## src/rtl/nd_tile_packer_if.sv

```systemverilog
// rtl/nd_tile_packer_if.sv - element-in / tile-out handshake bundle for nd_tile_packer
interface nd_tile_packer_if #(
  parameter int ROWS  = 3,
  parameter int COLS  = 4,
  parameter int WIDTH = 6
);
  logic                                  in_valid;
  logic                                  in_ready;
  logic [WIDTH-1:0]                      in_data;
  logic                                  in_last;
  logic                                  out_valid;
  logic                                  out_ready;
  logic [ROWS-1:0][COLS-1:0][WIDTH-1:0]  out_tile;
  logic                                  err;

  // Packer side: consumes elements, produces tiles.
  modport slave (
    input  in_valid, in_data, in_last, out_ready,
    output in_ready, out_valid, out_tile, err
  );

  // Driver side: produces elements, consumes tiles.
  modport master (
    output in_valid, in_data, in_last, out_ready,
    input  in_ready, out_valid, out_tile, err
  );
endinterface

```

## src/rtl/nd_tile_packer.sv

```systemverilog
// rtl/nd_tile_packer.sv - packs a WIDTH-bit element stream into ROWSxCOLS tiles; TILE_PACKER_DBUF_EN selects ping-pong banks
module nd_tile_packer #(
  parameter int ROWS  = 3,
  parameter int COLS  = 4,
  parameter int WIDTH = 6
) (
  input  logic             CLK,
  input  logic             ASYNCRESETN,
  nd_tile_packer_if.slave  io
);
  localparam int N  = ROWS * COLS;
  localparam int KW = (N > 1) ? $clog2(N) : 1;
  localparam int TW = N * WIDTH;

  typedef enum logic [1:0] {IDLE, FILL, DONE} state_t;

  state_t          state_q;
  logic [KW-1:0]   k_q;
  logic            err_q;
  logic            in_ready_q;
  logic            out_valid_q;

  logic            acc;
  logic            last_slot;
  logic            complete;
  logic            handoff;
  logic [TW-1:0]   cur_wr;
  logic [TW-1:0]   fill_d;
  logic [TW-1:0]   rd_tile;
  logic            out_valid_d;
  logic            wr_full_d;
  logic            all_full_d;

  // Handshake events for this cycle.
  always_comb begin
    acc       = io.in_valid && in_ready_q;
    last_slot = (k_q == KW'(N - 1));
    complete  = acc && (io.in_last || last_slot);
    handoff   = out_valid_q && io.out_ready;
  end

  // Next content of the write bank: cleared on the first element of a tile, slot k takes in_data.
  always_comb begin
    fill_d = (state_q == IDLE) ? '0 : cur_wr;
    for (int i = 0; i < N; i++) begin
      if (k_q == KW'(i)) fill_d[i*WIDTH +: WIDTH] = io.in_data;
    end
  end

`ifdef TILE_PACKER_DBUF_EN
  logic [TW-1:0] bank0_q;
  logic [TW-1:0] bank1_q;
  logic [1:0]    full_q;
  logic [1:0]    full_d;
  logic          wr_q;
  logic          rd_q;
  logic          wr_d;
  logic          rd_d;

  // Ping-pong occupancy: handoff frees the read bank, completion fills the write bank.
  always_comb begin
    full_d = full_q;
    if (handoff)  full_d[rd_q] = 1'b0;
    if (complete) full_d[wr_q] = 1'b1;
    wr_d        = wr_q ^ complete;
    rd_d        = rd_q ^ handoff;
    out_valid_d = full_d[rd_d];
    wr_full_d   = full_d[wr_d];
    all_full_d  = &full_d;
    cur_wr      = wr_q ? bank1_q : bank0_q;
    rd_tile     = rd_q ? bank1_q : bank0_q;
  end

  // Bank storage and pointers.
  always_ff @(posedge CLK or negedge ASYNCRESETN) begin
    if (!ASYNCRESETN) begin
      bank0_q <= '0;
      bank1_q <= '0;
      full_q  <= '0;
      wr_q    <= 1'b0;
      rd_q    <= 1'b0;
    end else begin
      full_q <= full_d;
      wr_q   <= wr_d;
      rd_q   <= rd_d;
      if (acc) begin
        if (wr_q) bank1_q <= fill_d;
        else      bank0_q <= fill_d;
      end
    end
  end
`else
  logic [TW-1:0] bank_q;
  logic          full_q;
  logic          full_d;

  // Single bank: accepts are blocked while full, so completion and handoff never coincide.
  always_comb begin
    full_d      = (full_q && !handoff) || complete;
    out_valid_d = full_d;
    wr_full_d   = full_d;
    all_full_d  = full_d;
    cur_wr      = bank_q;
    rd_tile     = bank_q;
  end

  // Bank storage.
  always_ff @(posedge CLK or negedge ASYNCRESETN) begin
    if (!ASYNCRESETN) begin
      bank_q <= '0;
      full_q <= 1'b0;
    end else begin
      full_q <= full_d;
      if (acc) bank_q <= fill_d;
    end
  end
`endif

  // Fill FSM with registered handshake outputs, fill index and sticky framing error.
  always_ff @(posedge CLK or negedge ASYNCRESETN) begin
    if (!ASYNCRESETN) begin
      state_q     <= IDLE;
      k_q         <= '0;
      err_q       <= 1'b0;
      in_ready_q  <= 1'b1;
      out_valid_q <= 1'b0;
    end else begin
      in_ready_q  <= !all_full_d;
      out_valid_q <= out_valid_d;
      if (acc && last_slot && !io.in_last) err_q <= 1'b1;
      if (complete)  k_q <= '0;
      else if (acc)  k_q <= k_q + KW'(1);
      case (state_q)
        IDLE: begin
          if (complete)  state_q <= wr_full_d ? DONE : IDLE;
          else if (acc)  state_q <= FILL;
        end
        FILL: begin
          if (complete)  state_q <= wr_full_d ? DONE : IDLE;
        end
        DONE: begin
          if (!wr_full_d) state_q <= IDLE;
        end
        default: state_q <= IDLE;
      endcase
    end
  end

  assign io.in_ready  = in_ready_q;
  assign io.out_valid = out_valid_q;
  assign io.out_tile  = out_valid_q ? rd_tile : '0;
  assign io.err       = err_q;
endmodule

```

## src/flat_wrapper.sv

```systemverilog
// flat-port wrapper written by rule: the top's interface ports become plain ports
module nd_tile_packer_flat 
#(
  parameter int ROWS  = 3,
  parameter int COLS  = 4,
  parameter int WIDTH = 6
)
  (CLK, ASYNCRESETN, io_in_valid, io_in_data, io_in_last, io_out_ready, io_in_ready, io_out_valid, io_out_tile, io_err);
  nd_tile_packer_if #(.ROWS(ROWS), .COLS(COLS), .WIDTH(WIDTH)) io_i ();
  input  logic CLK;
  input  logic ASYNCRESETN;
  input wire logic [$bits(io_i.in_valid)-1:0] io_in_valid;
  input wire logic [$bits(io_i.in_data)-1:0] io_in_data;
  input wire logic [$bits(io_i.in_last)-1:0] io_in_last;
  input wire logic [$bits(io_i.out_ready)-1:0] io_out_ready;
  output wire logic [$bits(io_i.in_ready)-1:0] io_in_ready;
  output wire logic [$bits(io_i.out_valid)-1:0] io_out_valid;
  output wire logic [$bits(io_i.out_tile)-1:0] io_out_tile;
  output wire logic [$bits(io_i.err)-1:0] io_err;
  assign io_i.in_valid = io_in_valid;
  assign io_i.in_data = io_in_data;
  assign io_i.in_last = io_in_last;
  assign io_i.out_ready = io_out_ready;
  assign io_in_ready = io_i.in_ready;
  assign io_out_valid = io_i.out_valid;
  assign io_out_tile = io_i.out_tile;
  assign io_err = io_i.err;
  nd_tile_packer #(.ROWS(ROWS), .COLS(COLS), .WIDTH(WIDTH)) u_core (.CLK(CLK), .ASYNCRESETN(ASYNCRESETN), .io(io_i));
endmodule
```

## config.mk

```make
export PLATFORM = sky130hd
export DESIGN_NAME = nd_tile_packer_flat
export DESIGN_NICKNAME = d
export VERILOG_FILES = /design/src/rtl/nd_tile_packer_if.sv /design/src/rtl/nd_tile_packer.sv /design/src/flat_wrapper.sv
export SDC_FILE = /design/constraint.sdc
export NUM_CORES = 1
export LEC_CHECK = 0
export ABC_AREA = 1
export CORE_MARGIN = 2
export CORE_UTILIZATION = 35
export CTS_CLUSTER_SIZE = 28
export DETAILED_ROUTE_END_ITERATION = 10
export SKIP_LAST_GASP = 1
export SYNTH_ARGS = -nofsm -noshare
export SYNTH_HDL_FRONTEND = slang
export SYNTH_SLANG_ARGS = --single-unit
```

## constraint.sdc

```tcl
create_clock -name CLK -period 1.69 [get_ports CLK]
set_input_delay 0.169 -clock CLK [delete_from_list [all_inputs] [get_ports CLK]]
set_output_delay 0.169 -clock CLK [all_outputs]
set_load 0.005 [all_outputs]
```

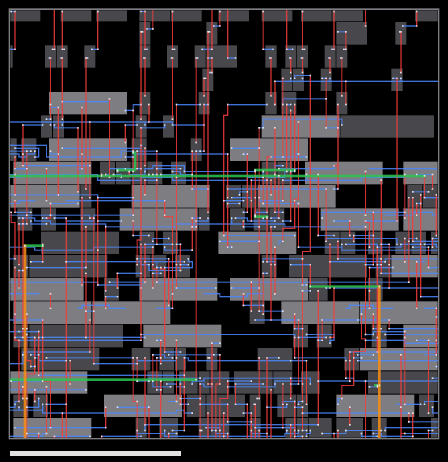
**Above:** run 1 (close-up of the layout).
Scale bar: 20 um. Region (30, 52) to (80, 102) um. Cells in grey, sequential cells in the stronger grey; small squares are vias.
M3 -> green
M4 -> orange
M1 -> blue
M2 -> red
most frequent = dfrtp_1 (26), nand3_1 (21), nand2_1 (20)
cells with their middle in the window = 139
sequential cells in the window = 26
netlist names of flops here include = u_core.bank_q (24), u_core.k_q (2)

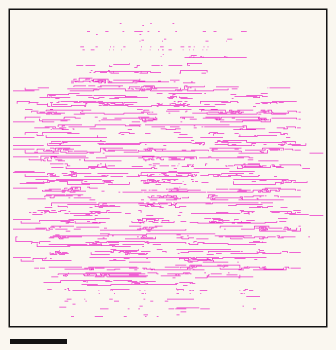
**Above:** run 1 (M1 wires).
Scale bar: 20 um.
main direction = horizontal
nets with wire on the layer = 505
share of all routed wire = 49%
wire length on this layer = 4430 um

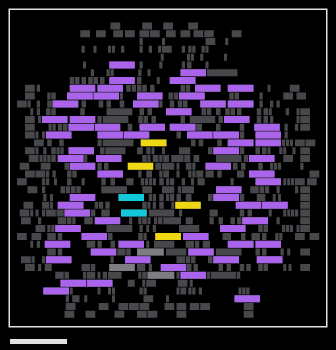
**Above:** run 1 (where the registers sit).
Scale bar: 20 um. Other sequential cells in the stronger grey, the rest of the logic in the fainter grey.
u_core.k_q -> yellow  # flops 4, where centre
u_core.bank_q -> purple  # flops 72
u_core.state_q -> cyan  # flops 2
not coloured = 3

==> run 1: how the worst max path moves through the flow <==
stage | depth (start not counted) | startpoint | slack [ns] | end
after global placement | 6 | io_in_valid | 0.01 | u_core.bank_q[13]
after CTS | 4 | u_core.full_q | -0.1 | io_out_tile[23]
after detailed placement | 6 | io_in_valid | -0.08 | u_core.bank_q[37]
after global routing | 4 | u_core.full_q | -0.19 | io_out_tile[62]
after floorplan | 8 | u_core.k_q[0] | 0.35 | u_core.bank_q[14]
final | 4 | u_core.full_q | -0.08 | io_out_tile[62]
==> run 1: synthesized netlist by cell type <==
cell                        n
sky130_fd_sc_hd__o21bai_1   1
sky130_fd_sc_hd__o21ai_0   36
sky130_fd_sc_hd__nand2_2    2
sky130_fd_sc_hd__inv_1     92
sky130_fd_sc_hd__clkbuf_1   7
sky130_fd_sc_hd__nor2_2     2
sky130_fd_sc_hd__ha_1       4
sky130_fd_sc_hd__nor2_4     1
sky130_fd_sc_hd__buf_2     12
sky130_fd_sc_hd__buf_4      3
sky130_fd_sc_hd__dfstp_2    1
sky130_fd_sc_hd__nand2_1   94
sky130_fd_sc_hd__nand3_1   78
sky130_fd_sc_hd__nor3_1     1
sky130_fd_sc_hd__o211a_1    1
sky130_fd_sc_hd__o21ai_2   17
sky130_fd_sc_hd__dfrtp_1   80
sky130_fd_sc_hd__nor2_1     7
sky130_fd_sc_hd__a21oi_1    2
sky130_fd_sc_hd__inv_2      1
sky130_fd_sc_hd__nand3_4    1
sky130_fd_sc_hd__buf_6     11
sky130_fd_sc_hd__o21ai_1   22
==> run 1: cell usage in the layout, fill, tap and decap left out, drive strengths merged <==
master         Yosys  final
nand2             96     96
o21ai             75     75
inv               93     94
buf               26     13
clkbuf             7     10
bufinv             0      2
o211a              1      1
clkinv             0      2
dlygate4sd3        0      1
dfrtp             80     80
nand3             79     79
dfstp              1      1
clkinvlp           0      1
o21bai             1      1
ha                 4      4
nor2              10     10
a21oi              2      2
clkdlybuf4s50      0     84
nor3               1      1
==> run 1: what timing repair did <==
item / 4_1_cts / 5_1_grt
hold buffers: 1 / 0
hold endpoints to repair: 28 / 0
cloned: 0 / 0
endpoints found under the setup margin: 75 / 115
gates resized: 2 / 6
==> run 1: sequential cells by signal (all words and copies together), names as in the netlist <==
| register | cells |
|---|---|
| u_core.io.err | 1 |
| u_core.io.in_ready | 1 |
| u_core.bank_q | 72 |
| u_core.k_q | 4 |
| u_core.full_q | 1 |
| u_core.state_q | 2 |
==> run 1: cell type report <==
class	instances	area, um^2
fillers	1100	5690
flip-flops and latches	81	2030
multi-input cells	269	1370
repair buffers	98	998
inverters	93	349
clock buffers	10	239
well taps	140	175
clock inverters	6	90.1
==> run 1: cell families after synthesis <==
logic type | share of synthesized area, %
buf+inv | 14.7
fa+ha+maj | 1.27
simple gates | 20.9
compound gates | 11.8
flops | 51.3
==> run 1: layer usage <==
metal | global-route usage, % | share of wire, %
met2 | 25.1 | 45
met1 | 24.0 | 49
met5 | 0 | 0
met3 | 2.65 | 4.9
met4 | 5.09 | 1.1
==> datasheet_impl.txt, run 1 <==
Table: implementation figures

Parameter                              Value

Routing
  Via total after detailed routing    3229
  Residual DRC    0
  Length of the first detailed-routing pass in iterations    4
  Final antenna-violating net count    0
  Routed Wire Length    9120 um

Layout
  Share of final-layout standard cells stronger than drive strength 1    11.3%
  # diodes    0
  Final core utilization    48.0%
  Post-synthesis to final-layout area growth    32.6%
  Finished Cell Area    5250 um^2

Place
  Place WS    -0.0755 ns
  Number of cells in the design after placement    680
  Gp weighted congestion    0.713
  Post-place instance area    4890 um^2

Worst setup path
  Critical path, cell by cell    buf_12, nand2_1, inv_1, clkdlybuf4s50_1
  Largest stage delay, worst path    0.50 ns
  Worst R2R Setup Slack    0.13 ns
  Critical path class    reg -> out
  Number of cells on the worst reg-to-reg path    8
  Startpoint kind of the worst setup timing path    flip-flop
  Crit end category    output pin
  Critical R2R Launch    u_core.k_q[0]
  Capturing point of the worst reg2reg path    u_core.bank_q[48]
  Worst-path fanout max    39

GRT
  Largest net degree at the start of global routing    42
  Wire length of the first global-routing pass    15500 um

Final timing
  Max Clk Rate    564 MHz
  Setup_tns    -2.81 ns
  # setup viols final    72
  Min setup slack post-route    -0.0839 ns
  Clock skew    0.00852 ns
  Hold Worst Slack    0.309 ns
  Count of pins over their slew limit    0
  Final Hold Fails    0
  Unrepaired setup endpoints after global routing    yes

Synthesis
  Yosys warning total    0
  Average cell area after synthesis    8.31 um^2
  Area reported by Yosys stat    3960 um^2
  Syn nets    491
  Post-synthesis cell count    476
  Count of instantiated cells in the yosys netlist    476

Die
  Number of cell rows    38
  Area of the die    12200 um^2
  Number of primary I/O pins    86

Pwr
  Seq group    0.00276 W
  Worst ir drop on vdd    616 uV
  Clock network fraction of design power    33.0%
  Clock net power    0.00211 W
  Pint    0.00449 W
  Static Leak    2.80 nW

Status
  Violations in the final reports    setup timing
  Run status    finished with violations

CTS
  Worst-skew pair later-pin latency    0.33 ns
--- run 2 (diff from run 1) ---
--- a/config.mk
+++ b/config.mk
@@ -7,9 +7,10 @@
 export LEC_CHECK = 0
 export ABC_AREA = 1
 export CORE_MARGIN = 2
-export CORE_UTILIZATION = 35
+export CORE_UTILIZATION = 40
 export CTS_CLUSTER_SIZE = 28
 export DETAILED_ROUTE_END_ITERATION = 10
+export PLACE_DENSITY = 0.65
 export SKIP_LAST_GASP = 1
 export SYNTH_ARGS = -nofsm -noshare
 export SYNTH_HDL_FRONTEND = slang
==> datasheet_impl.txt, run 2 <==
Table: implementation figures

Parameter                              Value

Status
  Run status    finished with violations
  Violations in the final reports    setup timing

Synthesis
  Syn nets    491 (unchanged)
  Number of enable flip-flop cells    0 (unchanged)
  Top logic family    simple AND/OR/NAND/NOR gates
  Multiplexer share of the synthesized area    0% (unchanged)
  Post-synthesis cell count    476 (unchanged)
  Most instantiated cells after synthesis    sky130_fd_sc_hd__nand2_1, sky130_fd_sc_hd__inv_1, sky130_fd_sc_hd__dfrtp_1
  Count of instantiated cells in the yosys netlist    476 (unchanged)
  Area reported by Yosys stat    3960 um^2 (unchanged)
  Basic Gates by Area    20.9% (unchanged)
  Yosys warning total    0 (unchanged)
  Xor-xnor portion of the synthesized cell area    0% (unchanged)
  Area share of and-or/or-and cells after synthesis    11.8% (unchanged)

Final timing
  Min setup slack post-route    -0.124 ns (-0.0401 ns)
  Count of pins over their slew limit    0 (unchanged)
  Max Clk Rate    551 MHz (-2.2%)
  # setup viols final    50 (-31%)
  Clock skew    0.00689 ns (-0.00162 ns)

Routing
  Residual DRC    0 (unchanged)

Layout
  Finished Cell Area    5260 um^2 (+0.19%)
  Most flops, register    u_core.bank_q
  Post-synthesis to final-layout area growth    32.9%
  Final-layout fill cell count    932 (-15%)
  # diodes    0 (unchanged)
  Flip-flop count of the largest register, all copies and words added    72 (unchanged)
  Share of final-layout standard cells stronger than drive strength 1    11.2% (-0.12 points)
  Final core utilization    54.3% (+6.3 points)

CTS
  Worst-skew pair later-pin latency    0.36 ns (+0.03 ns)

GRT
  Met2 GRT Util    26.6% (+1.5 points)
  Met3 usage    3.02% (+0.38 points)
  Routing layer with the top usage in global route    met2
  Wire length of the first global-routing pass    14700 um (-4.9%)
  Largest net degree at the start of global routing    73 (+74%)

Pwr
  Clock network fraction of design power    26.1% (-6.9 points)
  Static Leak    3.20 nW (+14%)

Worst setup path
  Worst R2R Setup Slack    0.14 ns (about the same)
  Number of cells on the worst reg-to-reg path    8 (unchanged)
  CP Capture Point    io_out_tile[58]
  Capturing point of the worst reg2reg path    u_core.bank_q[62]
  Critical path, cell by cell    buf_12, nand2_1, inv_1, clkdlybuf4s50_1
[run 2: cell counts after synthesis]
No cell type changed its count.
[run 2: cell type report]
class                      instances  area, um^2  share of cell area [%]
multi-input combinational        269        1360                    25.8
timing repair buffer             104        1140                    21.8
clock inverter                     5        80.1                    1.52
sequential                        81        2030                    38.6
tap                              133         166                    3.17
clock buffer                      11         131                    2.50
inverter                          93         349                    6.64
[run 2: routing by layer]
metal  part of all wire (%)  up-vias
li1                       -     1654
met1                     48     1534
met2                     45       97
met3                    5.1       14
met4                    2.0        0
met5                      0        -
[run 2: power by group through the flow]
stage | registers (W) | logic (W) | clock network (W)
floorplan | 0.00267 | 0.000987 | 0
CTS | 0.00273 | 0.00152 | 0.00156
global route | 0.00281 | 0.00179 | 0.00162
global placement | 0.00275 | 0.00148 | 0
detailed placement | 0.00276 | 0.00152 | 0
finish | 0.00274 | 0.00157 | 0.00153
[run 2: what timing repair did]
action | CTS | global route
buffers inserted | 0 | 3
endpoints found under the setup margin | 72 | 96
cloned | 0 | 3
resized | 0 | 28
endpoints found under the hold margin | 28 | 0
hold buffers | 1 | 0
[run 2: through the flow]
stage | std cells | hold WS, ns | power, W
after floorplan | 476 | -0.127 | 0.00366
after global placement | 673 | 0.125 | 0.00423
after detailed placement | 673 | 0.128 | 0.00428
after CTS | 690 | 0.301 | 0.00582
after global routing | 696 | 0.328 | 0.00622
final | 696 | 0.293 | 0.00585
[run 2: how the worst min path moves through the flow]
stage | cells past startpoint | endpoint | start
floorplan | 0 | u_core.bank_q[0] | ASYNCRESETN
global placement | 1 | u_core.bank_q[46] | ASYNCRESETN
detailed placement | 1 | u_core.bank_q[45] | ASYNCRESETN
CTS | 2 | u_core.bank_q[45] | ASYNCRESETN
global route | 2 | u_core.io.err | ASYNCRESETN
finish | 2 | u_core.bank_q[45] | ASYNCRESETN
[run 2: logic make-up (layout without fill, tap and decap cells)]
group,Yosys count,in the layout
AOI/OAI and AO/OA,79,79
DFF,81,81
and+or+nand+nor,186,186
adders and majority gates,4,4
buffers and inverters,126,213
[run 2: worst reg2reg max path, cell delays in order, from the launching register on]
cell                      delay, ns
sky130_fd_sc_hd__dfrtp_1       0.41
sky130_fd_sc_hd__inv_1         0.15
sky130_fd_sc_hd__ha_1          0.18
sky130_fd_sc_hd__inv_1         0.04
sky130_fd_sc_hd__nor2_1        0.22
sky130_fd_sc_hd__nand2_1       0.08
sky130_fd_sc_hd__buf_4         0.19
sky130_fd_sc_hd__nand3_1       0.09
sky130_fd_sc_hd__o21ai_1       0.06
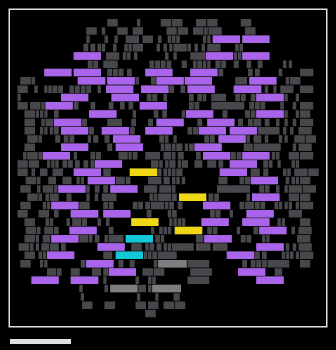
**Above:** run 2 (where the registers sit).
Scale bar: 20 um. Other sequential cells in the stronger grey, the rest of the logic in the fainter grey.
u_core.state_q -> cyan  # flops 2
u_core.bank_q -> purple  # flops 72
u_core.k_q -> yellow  # flops 4
not coloured = 3

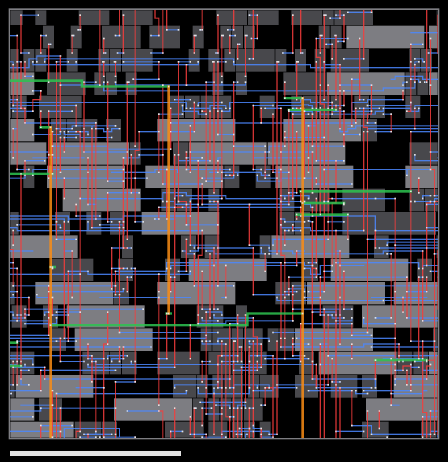
**Above:** run 2 (close-up of the layout).
Scale bar: 20 um. Region (27, 47) to (77, 97) um. Cells in grey, sequential cells in the stronger grey; small squares are vias.
M1 -> blue
M3 -> green
M2 -> red
M4 -> orange
most frequent = nand3_1 (30), dfrtp_1 (30), nand2_1 (28)
netlist names of flops here include = u_core.bank_q (29), u_core.k_q (1)
cells with their middle in the window = 178
sequential cells in the window = 30

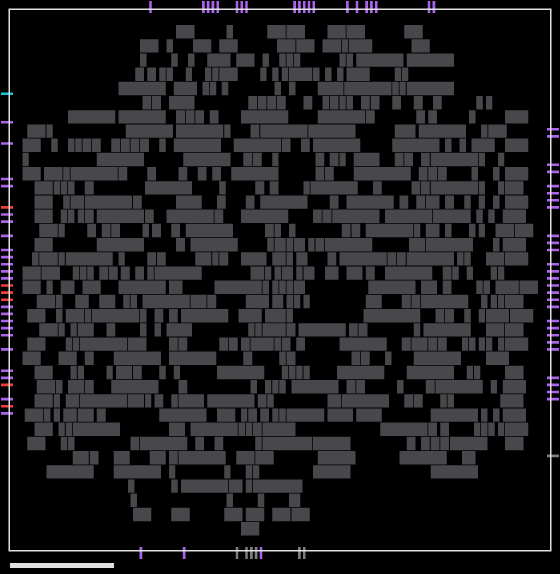
**Above:** run 2 (I/O pins on the die edge).
Scale bar: 20 um. Pins as bars across the die edge, other pins in grey.
io_out_tile -> purple  # pins 72, direction output, edge 27 right, 22 left, 20 top, 3 bottom
io_in_data -> red  # pins 6, direction input, edge left
CLK -> cyan  # pins 1, direction input, edge left
all pins by edge = 29 left, 28 right, 20 top, 9 bottom

--- run 3 (diff from run 2) ---
--- a/config.mk
+++ b/config.mk
@@ -11,6 +11,7 @@
 export CTS_CLUSTER_SIZE = 28
 export DETAILED_ROUTE_END_ITERATION = 10
 export PLACE_DENSITY = 0.65
+export RECOVER_POWER = 100
 export SKIP_LAST_GASP = 1
 export SYNTH_ARGS = -nofsm -noshare
 export SYNTH_HDL_FRONTEND = slang
==> datasheet_impl.txt, run 3 <==
Table: implementation figures

Parameter                              Value

CTS
  Clock slew at reported path FFs    0.08 ns
  Clock tree from TritonCTS    done

Worst setup path
  Critical path class    reg -> out
  Critical path, cell by cell    buf_12, nand2_1, inv_1, clkdlybuf4s50_1
  Number of cells on the worst reg-to-reg path    5 (-3)
  Cell class contributing the biggest share of worst-path delay    buffers and inverters
  Slowest cell on crit path    sky130_fd_sc_hd__clkdlybuf4s50_1
  Stages on the worst setup path    4
  Crit end category    output pin
  Largest stage delay, worst path    0.50 ns
  Worst-path fanout max    28

GRT
  Vias in the first global route    2902
  Wire length of the first global-routing pass    14700 um (unchanged)
  Largest net degree at the start of global routing    73 (unchanged)
  Initial antenna violation count    0
  Grt ovf    0

Layout
  Top logic cell by instance count in the layout    sky130_fd_sc_hd__inv_1
  Seq. cell area    2030 um^2 (unchanged)
  Post-synthesis to final-layout area growth    32.4%
  Flip-flop count of the largest register, all copies and words added    72 (unchanged)
  Comb area    1350 um^2 (-0.74%)
  # diodes    0 (unchanged)
  Share of final-layout standard cells stronger than drive strength 1    10.7% (-0.53 points)
  Finished Cell Area    5240 um^2 (-0.40%)
  Final-layout fill cell count    934 (+0.21%)
  Most flops, register    u_core.bank_q
  Final core utilization    54.1% (-0.22 points)

Synthesis
  Most instantiated cells after synthesis    sky130_fd_sc_hd__nand2_1, sky130_fd_sc_hd__inv_1, sky130_fd_sc_hd__dfrtp_1
  Area reported by Yosys stat    3960 um^2 (unchanged)
  Post-synthesis cell count    476 (unchanged)
  Count of instantiated cells in the yosys netlist    476 (unchanged)
  Yosys warning total    0 (unchanged)
  Syn nets    491 (unchanged)
  Number of enable flip-flop cells    0 (unchanged)
  Netlist cell types    23

Final timing
  Clock skew    0.00635 ns (-0.000545 ns)
  Final Hold Fails    0
  Max Clk Rate    550 MHz (-0.26%)
  Time the worst path needs with I/O delays and setup    1.82 ns
  Count of pins over their slew limit    0 (unchanged)
  # setup viols final    51 (+2.0%)
  Min setup slack post-route    -0.129 ns (-0.00477 ns)
  Worst-case headroom to the max-slew limit    49.4%
  Setup_tns    -4.14 ns

Status
  Run status    finished with violations
  Violations in the final reports    setup timing

Routing
  Residual DRC    0 (unchanged)
  Drt wl/cell    13.8 um
  Routed Wire Length    9640 um

Die
  Number of primary I/O pins    86
  Die X-Extent    103 um
  Initial Utilization    40.8%
  Core outline area    9680 um^2

Pwr
  Static Leak    3.20 nW (about the same)
  Worst ir drop on vdd    498 uV
  Power density cells    1110 nW/um^2

Place
  Placed wire-length estimate    5980 um

Job
  Max-Cap Viols    0
[run 3: netlist changes by cell type in the layout (fill, tap and decap cells not counted), sizes merged]
cell / delta
clkdlybuf4s50: -1
dlygate4sd3: +1
clkbuf: +1
buf: -1
[run 3: cell families (layout without fill, tap and decap cells)]
logic type	Yosys count	after routing	share of synthesized area, %
AND/OR/NAND/NOR	186	186	20.9
buffers and inverters	126	213	14.7
flip-flops	81	81	51.3
AND-OR/OR-AND	79	79	11.8
adder cells (fa/ha/maj)	4	4	1.27
[run 3: worst paths after layout]
check,startpoint,slack [ns],endpoint
setup reg to reg,u_core.io.in_ready,-0.01,u_core.bank_q[20]
hold reg to reg,u_core.io.err,0.48,u_core.io.err
setup / recovery,u_core.full_q,-0.13,io_out_tile[58]
hold / removal,ASYNCRESETN,0.43,u_core.bank_q[45]
min in group CLK,io_in_last,0.46,u_core.io.err
max in group asynchronous,ASYNCRESETN,0.35,u_core.bank_q[17]
[run 3: per-stage QoR]
step	power [W]	cells	hold WS (ns)	setup slack (ns)
floorplan	0.00366	476	-0.127	0.349
global placement	0.00423	673	0.125	0.0895
detailed placement	0.00428	673	0.128	0.0537
CTS	0.00582	690	0.301	-0.156
global route	0.00621	696	0.478	-0.191
finish	0.00583	696	0.430	-0.129
[run 3: power breakdown]
part	switching [W]	total [W]	leakage (nW)	internal, W
Combinational	0.000823	0.00156	2.00	0.000738
Sequential	0.000319	0.00275	1.10	0.00243
Clock	0.000697	0.00153	0.0995	0.000831
Total	0.00184	0.00583	3.20	0.00400
[run 3: layout make-up]
cell class | instances | share of cell area (%)
Sequential cell | 81 | 38.8
Multi-Input combinational cell | 269 | 25.7
Tap cell | 133 | 3.18
Clock inverter | 5 | 1.53
Clock buffer | 11 | 2.51
Inverter | 93 | 6.67
Timing Repair Buffer | 104 | 21.7
[run 3: layer usage]
layer / vias to the layer above / share of wire [%] / global-route usage, %
li1: 1654 / - / -
met1: 1517 / 49 / 26.3
met2: 94 / 45 / 26.6
met3: 14 / 4.3 / 3.02
met4: 0 / 2.0 / 7.19
met5: - / 0 / 0
[run 3: repair_timing]
item,4_1_cts,5_1_grt
buffers inserted,0,3
hold endpoints to repair,28,0
setup endpoints to repair,72,96
hold buffers,1,0
gates cloned,0,3
gates resized,0,28
[run 3: worst register-to-register path, stage by stage, from the launching register on]
cell and delay, ns:
sky130_fd_sc_hd__dfstp_2 0.53, sky130_fd_sc_hd__nand2_1 0.15, sky130_fd_sc_hd__nor2_1 0.29, sky130_fd_sc_hd__nand2_1 0.32
sky130_fd_sc_hd__nand3_1 0.18, sky130_fd_sc_hd__o21ai_0 0.10
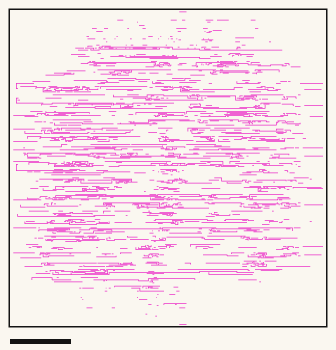
**Above:** run 3 (M1 wires).
Scale bar: 20 um.
share of all routed wire = 49%
main direction = horizontal
longest straight run = 29.7 um
nets with wire on the layer = 517
wire length on this layer = 4720 um

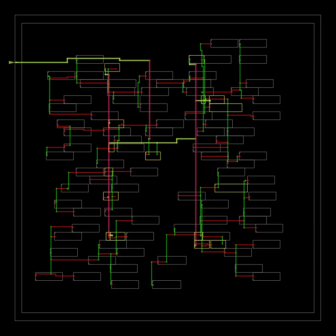
**Above:** run 3 (clock routing).
worst-skew pair later-pin latency: 0.35 ns
clock buffer count: 11

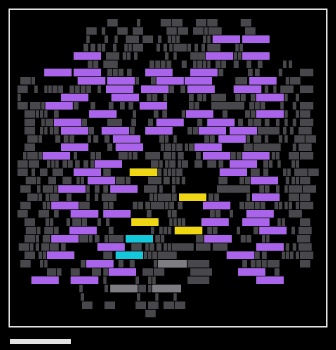
**Above:** run 3 (where the registers sit).
Scale bar: 20 um. Other sequential cells in the stronger grey, the rest of the logic in the fainter grey.
u_core.bank_q -> purple  # flops 72
u_core.k_q -> yellow  # flops 4
u_core.state_q -> cyan  # flops 2
not coloured = 3

Power and IR drop assume default switching activity.
